==> images/layer_met2.png <==
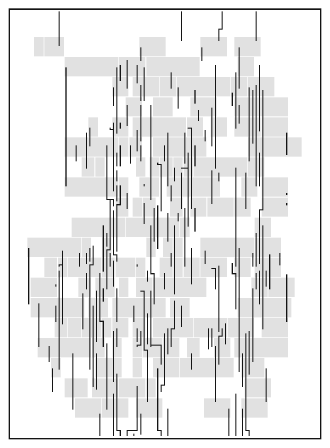
==> images/congestion.png <==
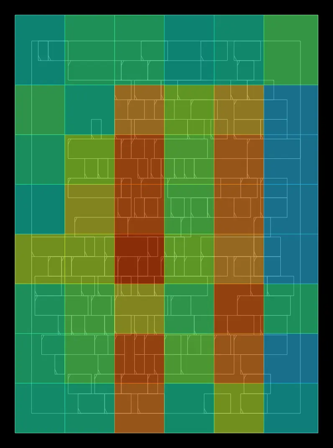
==> images/layer_met3.png <==
Scale bar: 10 um.
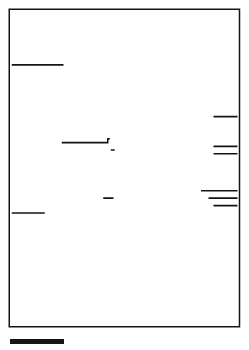
**src/rtl/sipo_frame_ctrl.sv**
```systemverilog
// Serial-in/parallel-out frame controller: frame start detect, WIDTH-bit shift,
// one-entry valid/ready holding register, sticky overrun. Optional macro PARITY_CHECK_EN adds an even-parity stage.
//
// state    | meaning
// ---------+-------------------------------------------------------------
// S_IDLE   | outside a frame, bit_valid ignored, waiting for frame_start
// S_SHIFT  | collecting data bits into the shift register
// S_PARITY | data complete, waiting for the even-parity bit (macro only)

module sipo_frame_ctrl #(
    parameter int WIDTH     = 8,
    parameter int MSB_FIRST = 1
) (
    input  logic                       clk,
    input  logic                       reset,
    input  logic                       frame_start,
    input  logic                       bit_valid,
    input  logic                       bit_in,
    output logic [WIDTH-1:0]           word_out,
    output logic                       word_valid,
    input  logic                       word_ready,
    output logic                       busy,
    output logic [$clog2(WIDTH+1)-1:0] bit_count,
    output logic                       overrun,
    input  logic                       overrun_clr,
    output logic                       parity_err
);

    localparam int CW = $clog2(WIDTH + 1);

`ifdef PARITY_CHECK_EN
    typedef enum logic [1:0] {S_IDLE = 2'd0, S_SHIFT = 2'd1, S_PARITY = 2'd2} state_t;
`else
    typedef enum logic [0:0] {S_IDLE = 1'b0, S_SHIFT = 1'b1} state_t;
`endif

    state_t           state_q, state_d;
    logic [WIDTH-1:0] sr_q, sr_d;
    logic [CW-1:0]    cnt_q, cnt_d;
    logic [WIDTH-1:0] word_q, word_d;
    logic             valid_q, valid_d;
    logic             ovr_q, ovr_d;
    logic [WIDTH-1:0] sr_shift;
    logic             last_bit;
    logic             done;
    logic [WIDTH-1:0] done_word;
`ifdef PARITY_CHECK_EN
    logic             perr_q, perr_d;
`endif

    always_comb begin
        if (MSB_FIRST != 0) sr_shift = {sr_q[WIDTH-2:0], bit_in};
        else                sr_shift = {bit_in, sr_q[WIDTH-1:1]};
        last_bit  = (cnt_q == CW'(WIDTH - 1));
        state_d   = state_q;
        sr_d      = sr_q;
        cnt_d     = cnt_q;
        word_d    = word_q;
        valid_d   = valid_q;
        ovr_d     = ovr_q;
        done      = 1'b0;
        done_word = sr_shift;
`ifdef PARITY_CHECK_EN
        perr_d    = 1'b0;
`endif

        case (state_q)
            S_IDLE: begin
                if (frame_start) begin
                    state_d = S_SHIFT;
                    cnt_d   = '0;
                    sr_d    = '0;
                end
            end
            S_SHIFT: begin
                // a restart outranks any coincident bit
                if (frame_start) begin
                    cnt_d = '0;
                    sr_d  = '0;
                end else if (bit_valid) begin
                    sr_d = sr_shift;
                    if (last_bit) begin
                        cnt_d = '0;
`ifdef PARITY_CHECK_EN
                        state_d = S_PARITY;
`else
                        state_d = S_IDLE;
                        done    = 1'b1;
`endif
                    end else begin
                        cnt_d = cnt_q + CW'(1);
                    end
                end
            end
`ifdef PARITY_CHECK_EN
            S_PARITY: begin
                if (frame_start) begin
                    state_d = S_SHIFT;
                    cnt_d   = '0;
                    sr_d    = '0;
                end else if (bit_valid) begin
                    state_d = S_IDLE;
                    if (((^sr_q) ^ bit_in) == 1'b0) begin
                        done      = 1'b1;
                        done_word = sr_q;
                    end else begin
                        perr_d = 1'b1;
                    end
                end
            end
`endif
            default: state_d = S_IDLE;
        endcase

        if (valid_q && word_ready) valid_d = 1'b0;
        if (overrun_clr)           ovr_d   = 1'b0;

        // a set in the same cycle as a clear wins
        if (done) begin
            if (!valid_q || word_ready) begin
                word_d  = done_word;
                valid_d = 1'b1;
            end else begin
                ovr_d = 1'b1;
            end
        end
    end

    always_ff @(posedge clk) begin
        if (reset) begin
            state_q <= S_IDLE;
            sr_q    <= '0;
            cnt_q   <= '0;
            word_q  <= '0;
            valid_q <= 1'b0;
            ovr_q   <= 1'b0;
`ifdef PARITY_CHECK_EN
            perr_q  <= 1'b0;
`endif
        end else begin
            state_q <= state_d;
            sr_q    <= sr_d;
            cnt_q   <= cnt_d;
            word_q  <= word_d;
            valid_q <= valid_d;
            ovr_q   <= ovr_d;
`ifdef PARITY_CHECK_EN
            perr_q  <= perr_d;
`endif
        end
    end

    assign word_out   = word_q;
    assign word_valid = valid_q;
    assign busy       = (state_q != S_IDLE);
    assign bit_count  = cnt_q;
    assign overrun    = ovr_q;
`ifdef PARITY_CHECK_EN
    assign parity_err = perr_q;
`else
    assign parity_err = 1'b0;
`endif

endmodule

```
**config.mk**
```make
export PLATFORM = sky130hd
export DESIGN_NAME = sipo_frame_ctrl
export DESIGN_NICKNAME = d
export VERILOG_FILES = /design/src/rtl/sipo_frame_ctrl.sv
export SDC_FILE = /design/constraint.sdc
export NUM_CORES = 1
export LEC_CHECK = 0
export CORE_AREA = 2 2 40 56
export CTS_CLUSTER_SIZE = 40
export DETAILED_ROUTE_END_ITERATION = 8
export DIE_AREA = 0 0 42 58
export GPL_TIMING_DRIVEN = 0
export PLACE_DENSITY = 0.78
export SYNTH_ARGS = -nofsm -noshare
export SYNTH_HDL_FRONTEND = slang
export SYNTH_SLANG_ARGS = --single-unit
```
**constraint.sdc**
```tcl
create_clock -name clk -period 2.2 [get_ports clk]
set_input_delay 0.33 -clock clk [delete_from_list [all_inputs] [get_ports clk]]
set_output_delay 0.33 -clock clk [all_outputs]
set_load 0.05 [all_outputs]
```
==> flow_summary.yaml <==
# implementation run metrics
outcome:
  outcome: "complete, no violations"
cts:
  ctsResizeCount: 0
  cts_sinks: 22
  cts_root_buf: "clkbuf_4"
  cts_tree: "yes"
  cts_setup_buffers: 0
  htree_levels: 1
  clkTransAtPathRegs_ns: 0.11
  cts_hold_buf: 0
  numCtsBuffers: 3
layout:
  largest_register_ffs: 8
  final_area_um2: 1180
  layout_top_cell: "dfxtp_1"
  most-common-layout-cells: "dfxtp_1, clkdlybuf4s50_1, nand2_1"
  area.sequential_um2: 440
  stdcell_count: 147
  clock_area_share_pct: 1.91
  buf_share_pct: 20.7
  drive_gt1_share_pct: 7.14
  nNonClkBuffers: 28
  flops: 22
  seq_share_pct: 37.3
  diodes: 0
  logic_area_um2: 447
worst_setup_path:
  crit_family: "buffers and inverters"
  setup.worst_path.end_class: "primary output"
  critPathArrivalTime_ns: 1.54
  endpoint: "bit_count[0]"
  critPathMaxStageDelay_ns: 0.83
  required_ns: 1.87
  reg2reg_to: "word_out[7]$_SDFFE_PP0P_"
  critPathKind: "register to primary output"
  worstReg2RegStart: "bit_count[0]$_SDFFE_PP0P_"
  critPathMaxFanout: 5
  path_cells: "clkdlybuf4s50_1"
  r2r_cells: 5
yosys:
  netlist_top_cells_count: "dfxtp_1, nand2_1, nand2b_1"
  yosys_warnings: 0
  synth_top_cell_by_area: "dfxtp_1"
  ys_types: 23
  yosys.area_share.simple_pct: 29.2
  synth-edff-count: 0
  postSynthSeqShare_pct: 47.8
  syn_area_um2: 921
  xor_share_pct: 0.951
  ys_async_sr_fraction_pct: 0
  netlist_instances: 102
  ys_sh_aoi_pct: 7.88
  synthTopCellsByArea: "dfxtp_1, nand2b_1, mux2i_1"
  adder_share_pct: 1.36
  yosys_area_um2: 921
  avgSynthCellArea_um2: 9.03
job:
  warnings: 26
floorplanning:
  die_y_um: 58
  nWellTaps: 21
  ios: 23
  fp_util_pct: 47.8
  die_w_um: 42
  core_area_um2: 1930
  fp-row-count: 19
route:
  highest_layer: "met4"
  drtPass1Iterations: 4
  routedWlPerCell_um: 11.0
  drc: 0
  met2_wirelength_um: 811
  wl_met1_um: 726
  viasPerCell: 5.01
  detail-route-antenna-nets: 0
  initialDrtViolationCount: 17
power:
  p_sw_share_pct: 22.8
  powerSeq_uw: 403
  peakVddDrop_mv: 0.314
  power-top-group: "sequential cells"
  power.total_uw: 632
  comb-power_uw: 53.1
  clk-power_uw: 176
  p_clk_share_pct: 27.8
  sequentialPowerShare_pct: 63.8
  comb_power_share_pct: 8.4
  p_int_uw: 488
sta:
  hold_viol_final: 0
  whs_ns: 0.471
  finalSetupTns_ns: 0
  worst_slack_ns: 0.331
  maxSlewHeadroom_pct: 66.3
  clock_skew_ns: 0.00626
  rsz0062_at_grt: "no"
global_routing:
  grt_start_max_net_pins: 12
  antenna_found_initial: 0
  gr-total-overflow: 0
  grt_pass1_vias: 700
  grt_pass1_wl_um: 2820
place:
  pre_cts_ws_ns: 0.474
  gp_congestion: 0.739
  hpwl_um: 1240
  postPlaceCellArea_um2: 1160
## Picture notes: layer_met2.png
The layer holds 50% of the routed length. The layer carries 811 um of wire.

## Picture notes: congestion.png
met1 Use GR: 17.4%
Total GRT Usage: 14.8%
met3 usage: 1.87%
Util after Layout: 61.3%

## Picture notes: layer_met3.png
The wires run mostly horizontal. The longest straight run is 9.20 um. 9 nets have wire on it. The layer carries 53.9 um of wire.
via count: 737
Post-Route WL: 1610 um

No activity file was given, so power comes from the tool's default toggle rates.
